$ cat config.mk
export PLATFORM = sky130hd
export DESIGN_NAME = pwm_comparador
export DESIGN_NICKNAME = d
export VERILOG_FILES = /design/src/rtl/pwm_comparador.sv
export SDC_FILE = /design/constraint.sdc
export NUM_CORES = 1
export LEC_CHECK = 0
export ABC_AREA = 1
export CORE_ASPECT_RATIO = 1.4
export CORE_MARGIN = 1
export CORE_UTILIZATION = 44
export DETAILED_ROUTE_END_ITERATION = 7
export PLACE_DENSITY = 0.84
export SETUP_SLACK_MARGIN = 0.15
export SKIP_LAST_GASP = 1
export SYNTH_ARGS = -nofsm -noshare
export SYNTH_HDL_FRONTEND = slang
export SYNTH_SLANG_ARGS = --single-unit
$ cat constraint.sdc
create_clock -name clk -period 1.74 [get_ports clk]
set_input_delay 0.348 -clock clk [delete_from_list [all_inputs] [get_ports clk]]
set_output_delay 0.348 -clock clk [all_outputs]
set_load 0.1 [all_outputs]
$ cat src/rtl/pwm_comparador.sv
// pwm_comparador: samples a ripple counter's count on the rising edge and
// detects period wrap. Compares the sampled count against a double-buffered
// duty value to give a registered, glitch-free PWM output and a one-cycle
// wrap tick.
module pwm_comparador #(
    parameter int Size = 8
) (
    input  logic            clk,
    input  logic            clr,
    input  logic [Size-1:0] count,
    input  logic [Size-1:0] duty,
    input  logic            duty_ld,
    output logic            busy,
    output logic [Size-1:0] cnt_q,
    output logic            pwm,
    output logic            wrap
);

    localparam logic [Size-1:0] CntMax = '1;

    logic [Size-1:0] cnt_d;
    logic [Size-1:0] cnt_prev_q,  cnt_prev_d;
    logic [Size-1:0] duty_act_q,  duty_act_d;
    logic [Size-1:0] duty_pend_q, duty_pend_d;
    logic            busy_q,      busy_d;
    logic            pwm_q,       pwm_d;
    logic            wrap_q,      wrap_d;

    logic            wrap_c;
    logic [Size-1:0] d_eff;

    // Wrap detect, duty handshake and PWM compare for the next edge.
    always_comb begin
        // NOTE: every signal gets a default before any branch, so no path
        // leaves a value unassigned and no latch is inferred.
        cnt_d       = count;
        cnt_prev_d  = cnt_q;
        duty_act_d  = duty_act_q;
        duty_pend_d = duty_pend_q;
        busy_d      = busy_q;

        // A rollover is seen only as max followed directly by zero, so a
        // stalled counter or a clear from a non-max value gives no tick.
        wrap_c = (cnt_q == '0) && (cnt_prev_q == CntMax);

        if (busy_q) begin
            // A load while busy is ignored; the pending value is applied
            // at the wrap, which also frees the buffer.
            if (wrap_c) begin
                duty_act_d = duty_pend_q;
                busy_d     = 1'b0;
            end
        end else if (duty_ld) begin
            // Captured even on a wrap edge; it then waits for the next wrap.
            duty_pend_d = duty;
            busy_d      = 1'b1;
        end

        // The first cycle of a new period already uses the new duty, so a
        // period never mixes two duty values.
        d_eff  = (wrap_c && busy_q) ? duty_pend_q : duty_act_q;
        pwm_d  = (cnt_q < d_eff);
        wrap_d = wrap_c;
    end

    // State registers, cleared asynchronously by clr.
    always_ff @(posedge clk or posedge clr) begin
        if (clr) begin
            cnt_q       <= '0;
            cnt_prev_q  <= '0;
            duty_act_q  <= '0;
            duty_pend_q <= '0;
            busy_q      <= 1'b0;
            pwm_q       <= 1'b0;
            wrap_q      <= 1'b0;
        end else begin
            // NOTE: non-blocking assignments so every register samples the
            // pre-edge values, independent of statement order.
            cnt_q       <= cnt_d;
            cnt_prev_q  <= cnt_prev_d;
            duty_act_q  <= duty_act_d;
            duty_pend_q <= duty_pend_d;
            busy_q      <= busy_d;
            pwm_q       <= pwm_d;
            wrap_q      <= wrap_d;
        end
    end

    assign busy = busy_q;
    assign pwm  = pwm_q;
    assign wrap = wrap_q;

endmodule

### Wire density map, run 1

Bar = 10 um. The die is cut into 10 by 14 equal tiles; dark purple is low, yellow is high, scaled to the fullest tile. Values are wire area over tile area, all layers added.
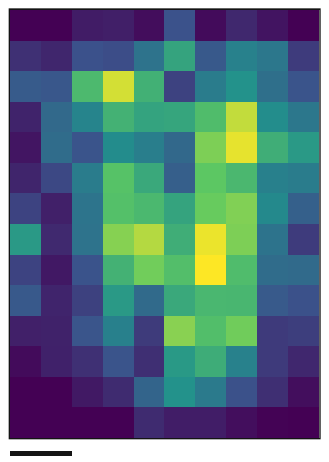
fullest tile: 0.46
tiles over half the peak: 31%
emptiest ninth of the die: lower left
mean over tiles: 0.17
vias after detailed routing: 1153
per-cell routed wire length: 16.03 um
final WL: 3687 um

### Cell outlines without signal wires, run 1

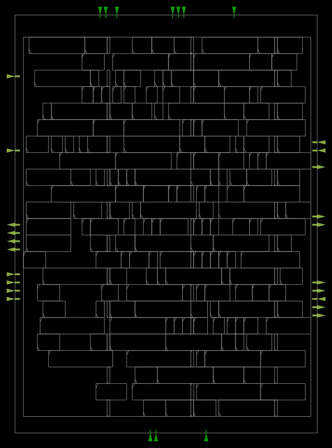
registers: 35
fraction of area in registers: 39.44%

==> run_results.csv, run 1 <==
group,metric,value,unit
worst_setup_path,setup.worst_path.class,"reg -> reg",
clocking,ctsResizeCount,8,
clocking,cts_max_level,2,
timing,period_needed,1.990,ns
synthesis,edf_count,0,
timing,maxClockFrequency,502.6,MHz
worst_setup_path,worst_setup_path_end_kind,"register",
cells_and_area,nNonClkInverters,20,
worst_setup_path,critical_path.n_buffers_inverters,0,
cells_and_area,finish.net_count,218,
synthesis,synthesis.area,1408,sq um
worst_setup_path,ff2ff_setup_slack,-0.25,ns
cells_and_area,comb_total_area,24.51,%
placement,place_congestion,0.8224,
clocking,clk-insertion-delay-late,0.29,ns
drt,route.met2.wl,2067,um
placement,area_after_detailed_placement,1968,sq um
global_route,grt_util_all_layers,22.74,%
power_and_ir_drop,power_top_consumer,"registers",
clocking,clockBufferDepth,2,
global_route,met3_capacity_usage_during_global_routing,6.798,%
drt,first_pass_iters,4,
cells_and_area,clock_buffers,7,
worst_setup_path,instance_count_on_the_critical_path,13,
synthesis,yosys-top-cells-area,"sky130_fd_sc_hd__dfrtp_1 (62%), sky130_fd_sc_hd__nand2_1 (7.5%), sky130_fd_sc_hd__ha_1 (6.2%), sky130_fd_sc_hd__inv_1 (5.3%), sky130_fd_sc_hd__mux2_2 (3.2%)",
clocking,cts_hold_buffers,0,
synthesis,yosys.area.top_type_share,62.22,%
worst_setup_path,cp-start-kind,"register",
hold_path,worst_hold_path_type,"in -> async",
worst_setup_path,timing.critical_path.slowest_stage_cell,"sky130_fd_sc_hd__dfrtp_4",
timing,worst_slew_margin_rel,71.07,%
floorplan,row_cnt,23,
synthesis,largest_area_cell,"sky130_fd_sc_hd__dfrtp_1",
synthesis,number_of_flip_flops_and_latches_in_the_synthesized_netlist,35,
timing,layout_setup_ws,-0.2496,ns
timing,report.final.slew_viol_count,0,
worst_setup_path,crit_fanout,4,
flow_run,number_of_logged_tool_warnings,29,
power_and_ir_drop,seqPwrFrac,51.1,%
worst_setup_path,crit_end,"pwm$_DFF_PP0_",
clocking,cts_made_buffers,5,
synthesis,most_common_cell,"sky130_fd_sc_hd__dfrtp_1",
outcome,status,"complete, but fails checks",
worst_setup_path,critical_path_arrival,2.21,ns
cells_and_area,insertedDiodeCount,0,
timing,fin_tns_setup,-0.4232,ns
timing,setup_violations,2,
synthesis,netlist_instances,133,
power_and_ir_drop,pwr.group.sequential,884,uW
power_and_ir_drop,clockPowerShare,32.3,%
cells_and_area,top_cells_excl_fill_tap,"sky130_fd_sc_hd__dfrtp_1 (26), sky130_fd_sc_hd__nand2_1 (23), sky130_fd_sc_hd__inv_1 (19), sky130_fd_sc_hd__clkdlybuf4s50_1 (18), sky130_fd_sc_hd__buf_4 (16)",
global_route,grt_pass1_vias,1211,
drt,met3RoutedLength,139,um
power_and_ir_drop,ir_worst_vdd,0.0005673,V
global_route,grt_overflow,0,
power_and_ir_drop,power_density,756.0,nW/um^2
worst_setup_path,cp_common_cell,"sky130_fd_sc_hd__nand2_1",
global_route,grt_antenna_before_repair,0,
timing,grt_setup_unrepaired,"true",
drt,wl_met1,1381,um
placement,io_buffers,29,
cells_and_area,num-multi-input-gates,76,
placement,preCtsSetupSlack,-0.2963,ns
drt,vias_per_cell,5.013,
floorplan,die_h,68.93,um
floorplan,core_util_floorplan,47.49,%
timing,hold_viol,0,
power_and_ir_drop,switching_power_as_a_share_of_total_power,27.15,%
cells_and_area,flop_area,902.1,sq um
cells_and_area,layout_top_cell,"sky130_fd_sc_hd__dfrtp_1",
power_and_ir_drop,p_comb,287,uW
worst_setup_path,timing.critical_path.max_delay_family,"simple AND/OR/NAND/NOR gates",
outcome,failing_checks,"negative setup slack",
synthesis,yosys.stat.seqShare,62.22,%
floorplan,dieWidth,49.80,um
timing,fin_crit_sh,114.3,%
placement,hpwl,2221,um
synthesis,yosys-top-cells-count,"sky130_fd_sc_hd__dfrtp_1 (35), sky130_fd_sc_hd__nand2_1 (28), sky130_fd_sc_hd__inv_1 (20)",
### Drive-strength map, run 1

Bar = 10 um.
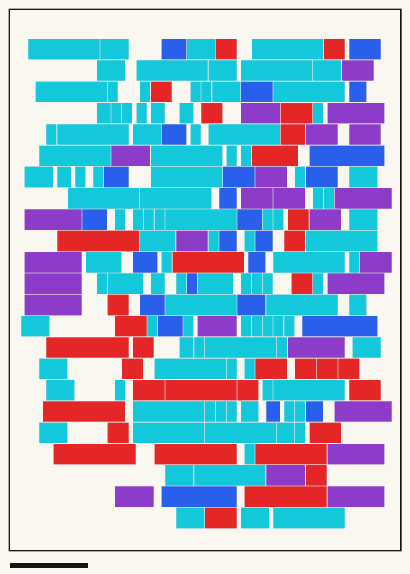
| color | size | cells | share |
|---|---|---|---|
| cyan | drive 1 or less | 110 | 57% |
| blue | drive 2 | 24 | 12% |
| purple | drive 6 and up | 25 | 13% |
| red | drive 3 to 4 | 34 | 18% |
post-route cell area: 2287 sq um
final setup margin: -0.2496 ns
synthesis-to-finish area growth: 62.49%
count of non-CTS buffers in the layout: 54

[run 1: logic make-up (layout without fill, tap and decap cells)]
group / Yosys count / in the layout / synth area share [%]
simple gates: 50 / 50 / 15.20
flops: 35 / 35 / 62.22
buf+inv: 22 / 82 / 6.222
compound gates: 15 / 15 / 6.933
fa+ha+maj: 7 / 7 / 6.222
mux: 4 / 4 / 3.200
[run 1: registers in the layout, summed over array words and instances, names as in the netlist]
register and cells:
wrap 1, duty_pend_q 8, cnt_q 8, busy 1
pwm 1, duty_act_q 8, cnt_prev_q 8
==> run 1 -> run 2 <==
Settings changed: SKIP_LAST_GASP 1 to default.
### Clock wires, drivers and flops, run 2

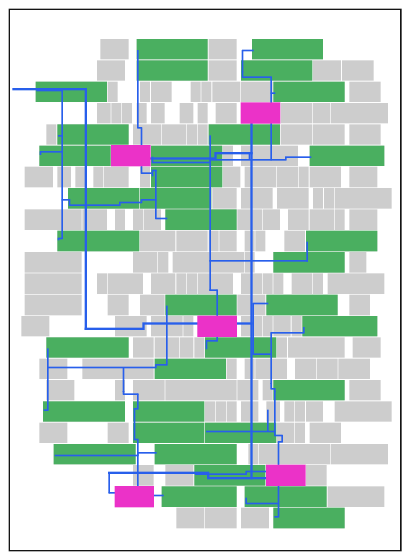
[blue] clock wires | length: 441 um
[magenta] cells driving clock nets | count: 5
[green] flip-flops | count: 35
routed clock nets: 6

==> run_results.csv, run 2 <==
group,metric,value,unit
outcome,status,"complete, but fails checks",
worst_setup_path,ff2ff_setup_slack,-0.29,ns
synthesis,ys_sh_aoi,6.933,%
timing,period_needed,2.032,ns
clocking,clockBufferDepth,2,
synthesis,most_common_cell,"sky130_fd_sc_hd__dfrtp_1",
clocking,cts_max_level,2,
synthesis,edf_count,0,
synthesis,largest_area_cell,"sky130_fd_sc_hd__dfrtp_1",
clocking,ctsResizeCount,15,
synthesis,netlist_instances,133,
synthesis,yosys-top-cells-count,"sky130_fd_sc_hd__dfrtp_1 (35), sky130_fd_sc_hd__nand2_1 (28), sky130_fd_sc_hd__inv_1 (20)",
synthesis,number_of_flip_flops_and_latches_in_the_synthesized_netlist,35,
clocking,cts_made_buffers,5,
drt,totalWireLength,3836,um
power_and_ir_drop,p_comb,294,uW
synthesis,yosys.area.top_type_share,62.22,%
cells_and_area,comb_total_area,25.20,%
outcome,failing_checks,"negative setup slack",
cells_and_area,ff_count,35,
worst_setup_path,crit_fanout,4,
synthesis,yosys-top-cells-area,"sky130_fd_sc_hd__dfrtp_1 (62%), sky130_fd_sc_hd__nand2_1 (7.5%), sky130_fd_sc_hd__ha_1 (6.2%), sky130_fd_sc_hd__inv_1 (5.3%), sky130_fd_sc_hd__mux2_2 (3.2%)",
cells_and_area,layout_top_cell,"sky130_fd_sc_hd__dfrtp_1",
timing,layout_setup_ws,-0.2920,ns
cells_and_area,insertedDiodeCount,0,
timing,fin_crit_sh,116.8,%
cells_and_area,clock_buffers,7,
cells_and_area,num-multi-input-gates,76,
hold_path,worst_hold_path_type,"in -> async",
placement,io_buffers,29,
clocking,cts_hold_buffers,0,
placement,place_congestion,0.8224,
power_and_ir_drop,ir_worst_vdd,0.0005729,V
drt,first_pass_iters,4,
synthesis,post_synth_and_or_nand_nor_area_fraction,15.20,%
cells_and_area,top_cells_excl_fill_tap,"sky130_fd_sc_hd__dfrtp_1 (26), sky130_fd_sc_hd__nand2_1 (23), sky130_fd_sc_hd__inv_1 (19), sky130_fd_sc_hd__clkdlybuf4s50_1 (18), sky130_fd_sc_hd__buf_4 (15)",
power_and_ir_drop,seqPwrFrac,50.7,%
synthesis,post_synth_main_logic_family,"simple AND/OR/NAND/NOR gates",
worst_setup_path,critical_path_arrival,2.25,ns
timing,setup_violations,2,
worst_setup_path,worst_setup_path_end_kind,"register",
global_route,grt_antenna_before_repair,0,
global_route,grt_overflow,0,
floorplan,die_h,68.93,um
worst_setup_path,setup.worst_path.class,"reg -> reg",
### Wire density map, run 2

Bar = 10 um. The die is cut into 10 by 14 equal tiles; dark purple is low, yellow is high, scaled to the fullest tile. Values are wire area over tile area, all layers added.
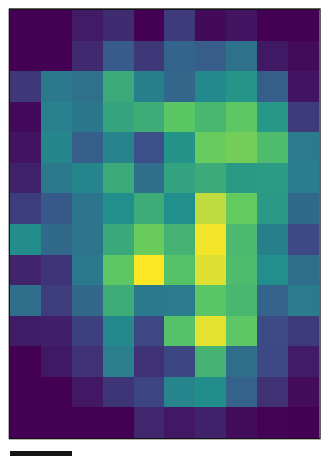
tiles over half the peak: 27%
nearly empty tiles: 11%
emptiest ninth of the die: lower left
fullest tile: 0.51
densest ninth of the die: center
mean over tiles: 0.18

==> run 2: layer usage <==
metal | vias up | global-route usage, % | wire length (um)
met5 | - | 0 | 0
met4 | 0 | 13.21 | 117
met3 | 12 | 6.140 | 163
met2 | 46 | 44.76 | 2164
met1 | 581 | 22.65 | 1391
li1 | 528 | - | -
==> run 2: per-stage QoR <==
| stage | area, sq um | setup slack (ns) | hold slack [ns] |
|---|---|---|---|
| final | 2298 | -0.2920 | 0.4580 |
| after global placement | 1968 | -0.2142 | 0.4566 |
| after detailed placement | 1968 | -0.2963 | 0.4604 |
| after CTS | 2190 | -0.2451 | 0.4749 |
| after floorplan | 1440 | -0.2522 | 0.3794 |
| after global routing | 2298 | -0.3659 | 0.4859 |
